==> config.mk <==
export PLATFORM = sky130hd
export DESIGN_NAME = keypad_encoder
export DESIGN_NICKNAME = d
export VERILOG_FILES = /design/src/rtl/keypad_pkg.sv /design/src/rtl/keypad_debounce.sv /design/src/rtl/keypad_encoder.sv
export SDC_FILE = /design/constraint.sdc
export NUM_CORES = 1
export LEC_CHECK = 0
export ABC_AREA = 1
export CAP_MARGIN = 5
export CORE_UTILIZATION = 30
export DETAILED_ROUTE_END_ITERATION = 10
export MAX_ROUTING_LAYER = met4
export PLACE_DENSITY_LB_ADDON = 0.2
export SYNTH_ARGS = -nofsm -noshare
export SYNTH_HDL_FRONTEND = slang
export SYNTH_SLANG_ARGS = --single-unit
==> constraint.sdc <==
create_clock -name clk -period 8.3 [get_ports clk]
set_input_delay 0.83 -clock clk [delete_from_list [all_inputs] [get_ports clk]]
set_output_delay 0.83 -clock clk [all_outputs]
set_load 0.02 [all_outputs]
==> src/rtl/keypad_pkg.sv <==
// Shared types for the 4x3 matrix keypad encoder: geometry, candidate
// classification, scan FSM states and the row/column to key-code mapping.
package keypad_pkg;

    localparam int NUM_ROWS = 4;
    localparam int NUM_COLS = 3;

    typedef logic [3:0] key_t;

    // Outcome of one full scan of the matrix.
    typedef enum logic [1:0] {
        CAND_NONE   = 2'd0,
        CAND_SINGLE = 2'd1,
        CAND_MULTI  = 2'd2
    } cand_e;

    // Column scan sequencer states.
    typedef enum logic [1:0] {
        ST_DRIVE  = 2'd0,
        ST_SAMPLE = 2'd1,
        ST_EVAL   = 2'd2
    } scan_state_e;

    // Key code for a row/column intersection: row*3 + col.
    function automatic key_t key_code(input logic [1:0] row, input logic [1:0] col);
        return key_t'({2'b00, row} * 4'd3 + {2'b00, col});
    endfunction

endpackage

==> src/rtl/keypad_debounce.sv <==
// Debounces the per-scan candidate: a new candidate must repeat for
// DEBOUNCE_SCANS consecutive scans before it changes key/key_valid.
// A ghosting (MULTI) scan is folded into NONE before debouncing, so the
// two never restart each other's stability count.
module keypad_debounce
    import keypad_pkg::*;
#(
    parameter int DEBOUNCE_SCANS = 3
) (
    input  logic  clk,
    input  logic  rst_n,
    input  logic  eval,
    input  cand_e cand,
    input  key_t  code,
    output key_t  key,
    output logic  key_valid,
    output logic  key_press
);

    localparam int CNT_W = $clog2(DEBOUNCE_SCANS + 1);
    localparam logic [CNT_W-1:0] CNT_MAX = CNT_W'(DEBOUNCE_SCANS);

    logic             prev_single_q, prev_single_d;
    key_t             prev_code_q, prev_code_d;
    logic [CNT_W-1:0] cnt_q, cnt_d;
    key_t             key_q, key_d;
    logic             valid_q, valid_d;
    logic             press_q, press_d;
    logic             new_single_s;
    logic             same_s;
    logic             accept_s;

    // Stability counting and debounced output update on each end-of-scan strobe.
    always_comb begin
        prev_single_d = prev_single_q;
        prev_code_d   = prev_code_q;
        cnt_d         = cnt_q;
        key_d         = key_q;
        valid_d       = valid_q;
        press_d       = 1'b0;
        accept_s      = 1'b0;
        new_single_s  = (cand == CAND_SINGLE);
        same_s        = (new_single_s == prev_single_q) &&
                        (!new_single_s || (code == prev_code_q));
        if (eval) begin
            if (same_s) begin
                cnt_d = (cnt_q == CNT_MAX) ? cnt_q : cnt_q + CNT_W'(1);
            end else begin
                prev_single_d = new_single_s;
                prev_code_d   = new_single_s ? code : 4'd0;
                cnt_d         = CNT_W'(1);
            end
            // Only the scan on which the count first reaches the threshold commits.
            accept_s = (cnt_d == CNT_MAX) && (!same_s || (cnt_q != CNT_MAX));
            if (accept_s) begin
                if (new_single_s) begin
                    key_d   = code;
                    valid_d = 1'b1;
                    press_d = !valid_q || (code != key_q);
                end else begin
                    valid_d = 1'b0;
                end
            end else begin
                valid_d = valid_q;
            end
        end else begin
            cnt_d = cnt_q;
        end
    end

    // Debounce state and registered outputs.
    always_ff @(posedge clk or negedge rst_n) begin
        if (!rst_n) begin
            prev_single_q <= 1'b0;
            prev_code_q   <= 4'd0;
            cnt_q         <= '0;
            key_q         <= 4'd0;
            valid_q       <= 1'b0;
            press_q       <= 1'b0;
        end else begin
            prev_single_q <= prev_single_d;
            prev_code_q   <= prev_code_d;
            cnt_q         <= cnt_d;
            key_q         <= key_d;
            valid_q       <= valid_d;
            press_q       <= press_d;
        end
    end

    assign key       = key_q;
    assign key_valid = valid_q;
    assign key_press = press_q;

endmodule

==> src/rtl/keypad_encoder.sv <==
// 4x3 active-low keypad scanner/encoder. Drives one column at a time,
// samples the rows, classifies each full scan and hands the result to
// keypad_debounce. Optional macro KEYPAD_SYNC_EN inserts a 2-flop row
// synchroniser; otherwise rows are registered once.
module keypad_encoder
    import keypad_pkg::*;
#(
    parameter int SCAN_DIV       = 4,
    parameter int DEBOUNCE_SCANS = 3
) (
    input  logic       clk,
    input  logic       rst_n,
    input  logic [3:0] row_n,
    output logic [2:0] col_n,
    output logic [3:0] key,
    output logic       key_valid,
    output logic       key_press
);

    localparam int DIV_W = $clog2(SCAN_DIV);
    localparam logic [DIV_W-1:0] LAST_DRIVE = DIV_W'(SCAN_DIV - 2);

    scan_state_e                           state_q, state_d;
    logic [DIV_W-1:0]                      div_q, div_d;
    logic [1:0]                            col_q, col_d;
    logic [2:0]                            col_n_q, col_n_d;
    logic [NUM_COLS-1:0][NUM_ROWS-1:0]     hit_q, hit_d;
    logic [3:0]                            row_s;
    logic [3:0]                            n_hits_s;
    key_t                                  code_s;
    cand_e                                 cand_s;
    logic                                  eval_s;

`ifdef KEYPAD_SYNC_EN
    logic [3:0] row_meta_q;
    logic [3:0] row_sync_q;

    // Two-flop synchroniser on the asynchronous keypad rows.
    always_ff @(posedge clk or negedge rst_n) begin
        if (!rst_n) begin
            row_meta_q <= 4'hF;
            row_sync_q <= 4'hF;
        end else begin
            row_meta_q <= row_n;
            row_sync_q <= row_meta_q;
        end
    end
`else
    logic [3:0] row_sync_q;

    // Single input register on the keypad rows.
    always_ff @(posedge clk or negedge rst_n) begin
        if (!rst_n) begin
            row_sync_q <= 4'hF;
        end else begin
            row_sync_q <= row_n;
        end
    end
`endif

    assign row_s = row_sync_q;

    // Scan sequencer: hold each column, sample it, then evaluate after column 2.
    always_comb begin
        state_d = state_q;
        div_d   = div_q;
        col_d   = col_q;
        hit_d   = hit_q;
        case (state_q)
            ST_DRIVE: begin
                div_d = div_q + DIV_W'(1);
                if (div_q == LAST_DRIVE) begin
                    state_d = ST_SAMPLE;
                end else begin
                    state_d = ST_DRIVE;
                end
            end
            ST_SAMPLE: begin
                div_d = '0;
                case (col_q)
                    2'd0:    hit_d[0] = ~row_s;
                    2'd1:    hit_d[1] = ~row_s;
                    2'd2:    hit_d[2] = ~row_s;
                    default: hit_d    = hit_q;
                endcase
                if (col_q == 2'd2) begin
                    state_d = ST_EVAL;
                end else begin
                    state_d = ST_DRIVE;
                    col_d   = col_q + 2'd1;
                end
            end
            ST_EVAL: begin
                state_d = ST_DRIVE;
                div_d   = '0;
                col_d   = 2'd0;
            end
            default: begin
                state_d = ST_DRIVE;
                div_d   = '0;
                col_d   = 2'd0;
            end
        endcase
        case (col_d)
            2'd0:    col_n_d = 3'b110;
            2'd1:    col_n_d = 3'b101;
            2'd2:    col_n_d = 3'b011;
            default: col_n_d = 3'b110;
        endcase
    end

    // Scan sequencer registers, including the registered column drive.
    always_ff @(posedge clk or negedge rst_n) begin
        if (!rst_n) begin
            state_q <= ST_DRIVE;
            div_q   <= '0;
            col_q   <= 2'd0;
            col_n_q <= 3'b110;
            hit_q   <= '0;
        end else begin
            state_q <= state_d;
            div_q   <= div_d;
            col_q   <= col_d;
            col_n_q <= col_n_d;
            hit_q   <= hit_d;
        end
    end

    // Classify the completed scan: count intersections and keep the last code.
    always_comb begin
        n_hits_s = 4'd0;
        code_s   = 4'd0;
        for (int c = 0; c < NUM_COLS; c++) begin
            for (int r = 0; r < NUM_ROWS; r++) begin
                if (hit_q[c][r]) begin
                    n_hits_s = n_hits_s + 4'd1;
                    code_s   = key_code(2'(r), 2'(c));
                end else begin
                    n_hits_s = n_hits_s;
                end
            end
        end
        if (n_hits_s == 4'd0) begin
            cand_s = CAND_NONE;
        end else if (n_hits_s == 4'd1) begin
            cand_s = CAND_SINGLE;
        end else begin
            cand_s = CAND_MULTI;
        end
    end

    assign eval_s = (state_q == ST_EVAL);
    assign col_n  = col_n_q;

    keypad_debounce #(
        .DEBOUNCE_SCANS (DEBOUNCE_SCANS)
    ) u_debounce (
        .clk       (clk),
        .rst_n     (rst_n),
        .eval      (eval_s),
        .cand      (cand_s),
        .code      (code_s),
        .key       (key),
        .key_valid (key_valid),
        .key_press (key_press)
    );

endmodule
==> flow_metrics.env, run 1 <==
# flow metrics
export IMPL_cts_root_buf="clkbuf_8"
export IMPL_ctsHoldBuffers=0
export IMPL_vdd_drop_max_uv=117
export IMPL_timing_rr_end="u_debounce.prev_code_q[3]"
export IMPL_lay_top_cells="nand2_1, inv_1, nand3_1, dfrtp_1, nor2_1"
export IMPL_wl_met1_um=2830
export IMPL_comb_power_share_pct=31.8
export IMPL_post_cts_buffers=0
export IMPL_hold_class="flop to flop"
export IMPL_port_buffers=14
export IMPL_swShare_pct=33.0
export IMPL_ctsLongestPathBuffers=2
export IMPL_first_global_vias=2255
export IMPL_dp_hpwl_um=4370
export IMPL_insertion_delay_ps=290
export IMPL_top_area_share_pct=28.2
export IMPL_crit_path_start_kind="flop"
export IMPL_powerClk_mw=0.194
export IMPL_comb_power_mw=0.188
export IMPL_min_delay_start="div_q[0]"
export IMPL_whs_endpoint="div_q[0]"
export IMPL_log_warning_count=31
export IMPL_regMostFlops="hit_q"
export IMPL_ctsResizeCount=0
export IMPL_die_area_um2=9860
export IMPL_dr_wl_met3_um=124
export IMPL_fp_util_pct=30.9
export IMPL_n_fill_cell=990
export IMPL_grt_max_degree=39
export IMPL_cpPeakStageDelay_ps=390
export IMPL_ant_nets=0
export IMPL_die_w_um=99.3
export IMPL_final_nets=430
export IMPL_gp_congestion=0.783
export IMPL_clkTransAtPathRegs_ps=80
export IMPL_period_needed_ps=6890
export IMPL_path_common_cell="nand2_1"
export IMPL_outcome="completed"
export IMPL_switching_power_mw=0.195
export IMPL_simple_gate_area_share_pct=39.1
## run 1: cell type report
| type | count | area [µm²] | share of cell area [%] |
|---|---|---|---|
| clock buffers | 6 | 82.6 | 2.55 |
| clock inverters | 2 | 60.1 | 1.85 |
| inverters | 68 | 256 | 7.92 |
| multi-input cells | 278 | 1600 | 49.4 |
| flip-flops and latches | 38 | 958 | 29.6 |
| well taps | 111 | 139 | 4.29 |
| repair buffers | 15 | 143 | 4.40 |
## run 1: worst max-delay path, delay by kind of cell (launching register included)
family                     cells  cell delay, ps
AOI/OAI and AO/OA              2             250
adders and majority gates     10            2690
buffers and inverters          6             330
DFF                            1             390
and+or+nand+nor               24            3110
Figure 1. Wiring by layer (run 1).
The bar under the picture is 20 µm long.
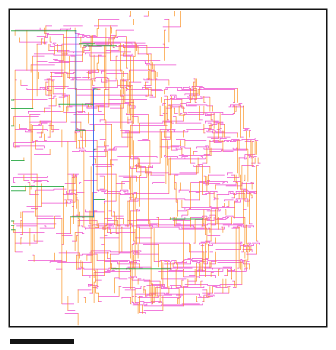
[met3] green | wire length: 124 µm
[met2] orange | wire length: 2,450 µm
[met1] magenta | wire length: 2,830 µm
[met4] blue | wire length: 71.4 µm

Figure 2. Register map, names as in the netlist (run 1).
The bar under the picture is 20 µm long. Other sequential cells in the stronger grey, the rest of the logic in the fainter grey.
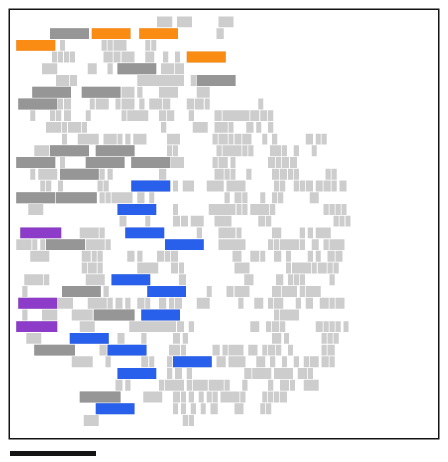
[`hit_q`] blue | sequential cells: 12
[`u_debounce.key`] orange | sequential cells: 4
[`col_n`] purple | sequential cells: 3
not coloured: 19

Figure 3. Congestion heat map (run 1).
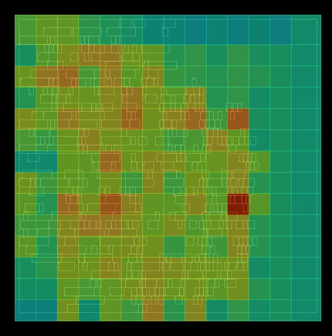
drt wl/cell: 10.6 µm
gr busiest metal: met2
Final Util: 35.2%

Figure 4. Placed cells, one colour a class (run 1).
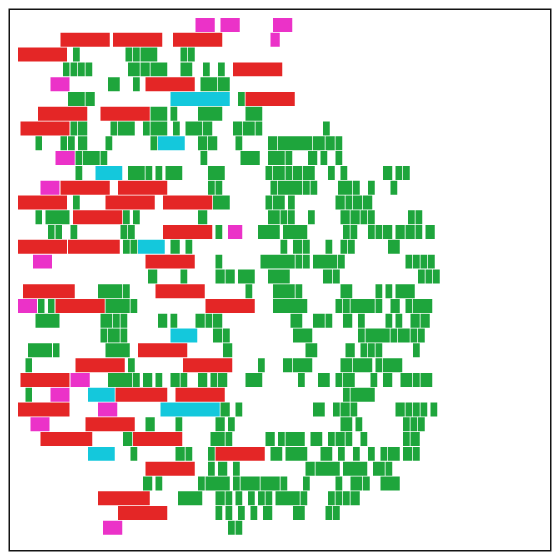

--- run 2 (diff from run 1) ---
==> constraint.sdc (replaced) <==
create_clock -name clk -period 7.2 [get_ports clk]
set_input_delay 0.72 -clock clk [delete_from_list [all_inputs] [get_ports clk]]
set_output_delay 0.72 -clock clk [all_outputs]
set_load 0.02 [all_outputs]
Figure 5. Placed cells, one colour a class (run 2).
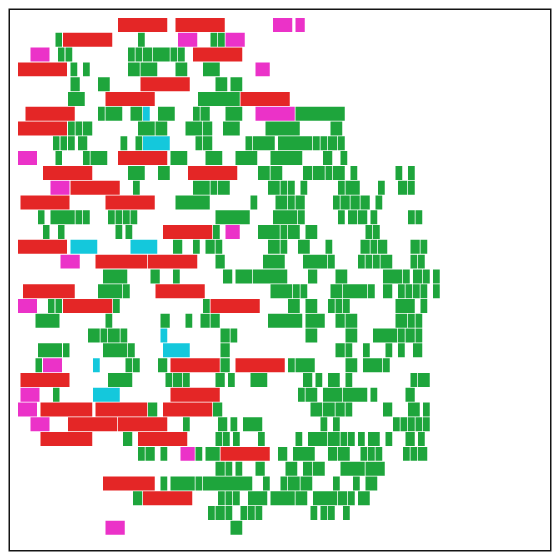
[flip-flops] red | cells: 38
[all other logic] green | cells: 347
[clock drivers and dummy loads] cyan | cells: 8
[other buffers and delay cells] magenta | cells: 18

Figure 6. Register map, names as in the netlist (run 2).
The bar under the picture is 20 µm long. Other sequential cells in the stronger grey, the rest of the logic in the fainter grey.
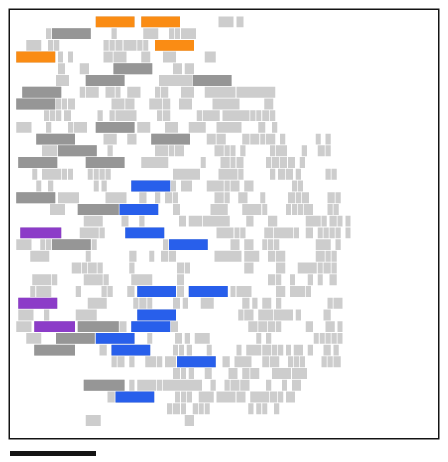
[`col_n`] purple | sequential cells: 3
[`u_debounce.key`] orange | sequential cells: 4
[`hit_q`] blue | sequential cells: 12

==> flow_metrics.env, run 2 <==
# flow metrics
export IMPL_outcome="completed"
export IMPL_first_iter_violations=70
export IMPL_gp_congestion=0.789
export IMPL_min_delay_start="div_q[0]"
export IMPL_ctsLongestPathBuffers=2
export IMPL_top_usage_layer="met2"
export IMPL_buffers=18
export IMPL_cts_root_buf="clkbuf_8"
export IMPL_die_area_um2=9860
export IMPL_wl_met1_um=2960
export IMPL_insertion_delay_ps=290
export IMPL_period_needed_ps=6760
export IMPL_powerClk_mw=0.138
export IMPL_grt_max_degree=39
export IMPL_comb_power_mw=0.256
export IMPL_simple_gate_area_share_pct=39.1
export IMPL_path_common_cell="nand2_2"
export IMPL_swShare_pct=38.0
export IMPL_crit_path_start_kind="flop"
export IMPL_die_w_um=99.3
export IMPL_log_warning_count=31
export IMPL_multiInputCombCellCount=279
export IMPL_top_area_share_pct=28.2
export IMPL_regMostFlops="hit_q"
export IMPL_largest_class="multi-input combinational cells"
export IMPL_fp_util_pct=30.9
export IMPL_flops=38
export IMPL_lay_top_cells="nand2_1, inv_1, nand3_1, nand2_2, dfrtp_1"
export IMPL_whs_endpoint="div_q[0]"
export IMPL_ys_seq_share_pct=33.7
export IMPL_cpPeakStageDelay_ps=400
export IMPL_clkCellAreaFrac_pct=2.39
export IMPL_hold_class="flop to flop"
export IMPL_cp_num_cells=43
export IMPL_num_tap_cells=111
export IMPL_port_buffers=14
export IMPL_clkTransAtPathRegs_ps=80
export IMPL_comb_area_share_pct=51.8
export IMPL_timing_rr_end="u_debounce.prev_code_q[2]"
export IMPL_n_fill_cell=988
export IMPL_critPathBufInv=6
export IMPL_vdd_drop_max_uv=154
export IMPL_dp_hpwl_um=4390
export IMPL_ys_async_sr_fraction_pct=100
export IMPL_switching_power_mw=0.242
export IMPL_clock_buffers=8
export IMPL_ant_nets=0
export IMPL_dr_wl_met3_um=92
export IMPL_wire_per_inst_um=11.3
## run 2: netlist changes by cell type in the layout (fill, tap and decap cells not counted), moves of 3 or more
| cell | change |
|---|---|
| nand2_1 | -18 |
| nand2_2 | +16 |
| clkbuf_1 | +3 |
| nand3_4 | +3 |
## run 2: repair_timing
| action | in CTS | in global routing |
|---|---|---|
| setup endpoints to repair | 0 | 13 |
| resized | 0 | 33 |
| hold buffers | 0 | 0 |
| buffers inserted | 0 | 3 |
## run 2: metrics by stage
stage	util [%]	cell area, µm²	power [mW]	cells	hold slack, ps
finish	36.4	3350	0.638	522	423
global route	36.4	3350	0.691	522	444
CTS	34.5	3180	0.609	518	428
detailed placement	33.7	3100	0.466	510	418
global placement	33.7	3100	0.463	510	415
floorplan	-	2840	0.418	387	403
Power figures rest on the tool's default switching activity, not on a simulated workload.
